**src/rtl/totient_sequencer.sv**
```systemverilog
// Index sequencer for the totient ROM / 7-segment path: run, pause and single-step
// control with a programmable dwell per digit, direction select and one-shot stop.
module totient_sequencer #(
  parameter int DWELL_W  = 16,
  parameter int LAST_IDX = 15
) (
  input  logic               clk_0,
  input  logic               R,
  input  logic               start,
  input  logic               stop,
  input  logic               step,
  input  logic               oneshot,
  input  logic               dir,
  input  logic [DWELL_W-1:0] dwell,
  output logic [3:0]         idx,
  output logic               run,
  output logic               tick,
  output logic               wrap,
  output logic               done
);

  localparam logic [3:0] LAST = 4'(LAST_IDX);

  typedef enum logic [1:0] {
    S_IDLE,
    S_RUN,
    S_DONE
  } state_t;

  state_t             state;
  logic [DWELL_W-1:0] cnt;
  logic               start_q, stop_q, step_q;

  logic       start_ev, stop_ev, step_ev;
  logic [3:0] home_idx;
  logic       at_end;
  logic [3:0] adv_idx;
  logic       adv_wrap;

  // NOTE: every signal gets a value before any branch so always_comb never infers a latch.
  always_comb begin
    start_ev = start & ~start_q;
    stop_ev  = stop  & ~stop_q;
    step_ev  = step  & ~step_q;
    home_idx = dir ? LAST : 4'd0;
    at_end   = dir ? (idx == 4'd0) : (idx == LAST);
    adv_idx  = idx;
    adv_wrap = 1'b0;
    if (dir) begin
      adv_wrap = (idx == 4'd0);
      adv_idx  = adv_wrap ? LAST : idx - 4'd1;
    end else begin
      adv_wrap = (idx == LAST);
      adv_idx  = adv_wrap ? 4'd0 : idx + 4'd1;
    end
  end

  // NOTE: state is updated with non-blocking assignments so every register samples
  // pre-edge values; tick/wrap default low and are raised only on an advance.
  always_ff @(posedge clk_0 or negedge R) begin
    if (!R) begin
      state   <= S_IDLE;
      idx     <= 4'd0;
      cnt     <= '0;
      start_q <= 1'b0;
      stop_q  <= 1'b0;
      step_q  <= 1'b0;
      run     <= 1'b0;
      tick    <= 1'b0;
      wrap    <= 1'b0;
      done    <= 1'b0;
    end else begin
      start_q <= start;
      stop_q  <= stop;
      step_q  <= step;
      tick    <= 1'b0;
      wrap    <= 1'b0;

      case (state)
        S_IDLE: begin
          if (stop_ev) begin
            idx <= home_idx;
          end else if (start_ev) begin
            state <= S_RUN;
            run   <= 1'b1;
            cnt   <= '0;
          end else if (step_ev && !(oneshot && at_end)) begin
            idx  <= adv_idx;
            tick <= 1'b1;
            wrap <= adv_wrap;
          end
        end

        S_RUN: begin
          if (stop_ev) begin
            state <= S_IDLE;
            run   <= 1'b0;
            cnt   <= '0;
          end else if (cnt >= dwell) begin
            // >= rather than == so a dwell lowered below the count still fires.
            cnt <= '0;
            if (oneshot && at_end) begin
              state <= S_DONE;
              run   <= 1'b0;
              done  <= 1'b1;
            end else begin
              idx  <= adv_idx;
              tick <= 1'b1;
              wrap <= adv_wrap;
            end
          end else begin
            cnt <= cnt + 1'b1;
          end
        end

        S_DONE: begin
          if (stop_ev) begin
            idx   <= home_idx;
            state <= S_IDLE;
            done  <= 1'b0;
          end else if (start_ev) begin
            idx   <= home_idx;
            cnt   <= '0;
            state <= S_RUN;
            run   <= 1'b1;
            done  <= 1'b0;
          end
        end

        default: begin
          state <= S_IDLE;
          run   <= 1'b0;
          done  <= 1'b0;
        end
      endcase
    end
  end

endmodule

```
**config.mk**
```make
export PLATFORM = sky130hd
export DESIGN_NAME = totient_sequencer
export DESIGN_NICKNAME = d
export VERILOG_FILES = /design/src/rtl/totient_sequencer.sv
export SDC_FILE = /design/constraint.sdc
export NUM_CORES = 1
export LEC_CHECK = 0
export CORE_MARGIN = 5
export CORE_UTILIZATION = 45
export DETAILED_ROUTE_END_ITERATION = 6
export PLACE_DENSITY = 0.69
export SLEW_MARGIN = 20
export SYNTH_ARGS = -nofsm -noshare
export SYNTH_HDL_FRONTEND = slang
export SYNTH_SLANG_ARGS = --single-unit
```
**constraint.sdc**
```tcl
create_clock -name clk_0 -period 3.7 [get_ports clk_0]
set_input_delay 0.74 -clock clk_0 [delete_from_list [all_inputs] [get_ports clk_0]]
set_output_delay 0.74 -clock clk_0 [all_outputs]
set_load 0.005 [all_outputs]
```
==> impl_metrics.env <==
# physical design summary
export IMPL_synth_top_cell_area_share_pct=33.1
export IMPL_drt_met1_wl_um=2290
export IMPL_drt_pass1_iter_count=4
export IMPL_cts_buffer_depth=2
export IMPL_xor_share_pct=4.79
export IMPL_yosysMostFrequentCell="dfrtp_1"
export IMPL_r2r_worst_path_cells=8
export IMPL_fp_util_pct=46.4
export IMPL_row_count=25
export IMPL_yosysWarnings=0
export IMPL_clk_pin_slew_ns=0.06
export IMPL_route_met2_wl_um=2140
export IMPL_register_area_um2=726
export IMPL_synthAdderAreaFrac_pct=13.7
export IMPL_topCellsByArea="dfrtp_1 (33%), ha_1 (14%), inv_1 (4.6%)"
export IMPL_via_per_inst=5.34
export IMPL_layoutNonFillerInstCount=359
export IMPL_layout_nonclk_buf_share_pct=12.2
export IMPL_largest_class="logic gates"
export IMPL_rsz0062_at_grt="false"
export IMPL_root_buffer="clkbuf_8"
export IMPL_inverters_excl_clock=28
export IMPL_grt_pass1_wl_um=8470
export IMPL_hold_path_class="reg -> reg"
export IMPL_whs_path_depth=2
export IMPL_p_total_mw=1.27
export IMPL_tap_cells=67
export IMPL_status="complete, no violations"
export IMPL_drive_above_1_share_pct=7.19
export IMPL_timing_final_crit_share_pct=80.5
export IMPL_internal_power_uw=782
export IMPL_relSlewSlack_pct=52.6
export IMPL_post_cts_setup_buffer_count=0
export IMPL_power_top_group="combinational cells"
export IMPL_p_clk_uw=253
export IMPL_p_sw_share_pct=38.4
export IMPL_cts_tree="yes"
export IMPL_postSynthSeqShare_pct=33.1
export IMPL_rrSetupSlack_ns=1.21
export IMPL_met2_usage_pct=27.1
export IMPL_cp_end_kind="flip-flop"
export IMPL_die_w_um=79.8
export IMPL_grt_start_max_net_pins=30
export IMPL_worstHoldEndpoint="run"
export IMPL_cp_startpoint="dwell[15]"
export IMPL_pwr_share_clk_pct=20.0
export IMPL_hold_slack_ns=0.558
export IMPL_biggestRegsByFlops="cnt x16, idx x4, state x2"
export IMPL_die_area_um2=6370
export IMPL_globalRouteTotalUtil_pct=16.3
export IMPL_finalCriticalPeriod_ns=2.98
**Routing congestion**

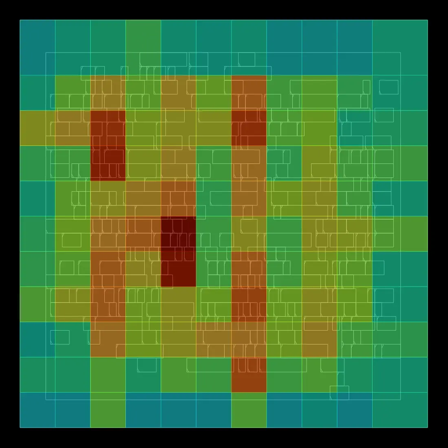
DR WL/cell: 13.3 µm
met1 Resource Use GR: 21.8%
met3 usage: 3.95%
final core occ: 56.2%
GR peak layer: met2

**Metal 3**

Scale: 3 px per µm.
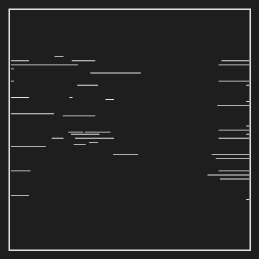
share of all routed wire	6.1%
longest straight run	22.1 µm
nets with wire on the layer	35
detailed-route via count: 1918
Routed WL: 4770 µm

**Logic cells by family**

Scale: 6 px per µm.
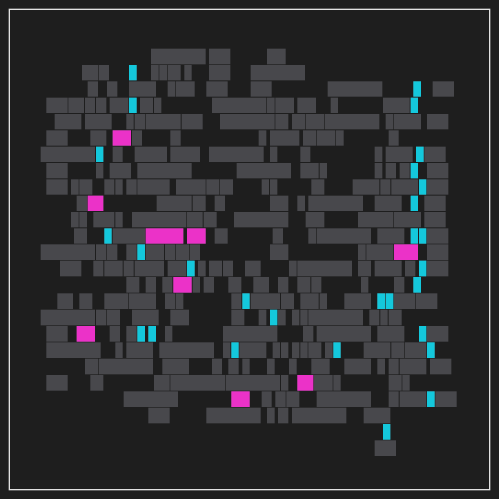
color	family	cells	most used
cyan	inverters	28	inv_1
magenta	AND-OR and OR-AND gates	9	a211o_1

**Sizing map**

Scale: 6 px per µm.
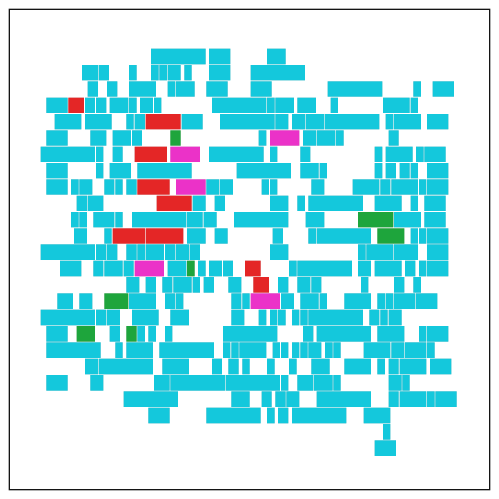
color	size	cells	share
magenta	drive 6 and up	5	1.7%
red	drive 3 to 4	9	3.1%
cyan	drive 1 or less	271	93%
green	drive 2	7	2.4%
Syn-to-layout area delta: 21.0%
Final WS setup: 0.723 ns
Final Cell Area: 2650 µm²
buffers outside the clock class: 33

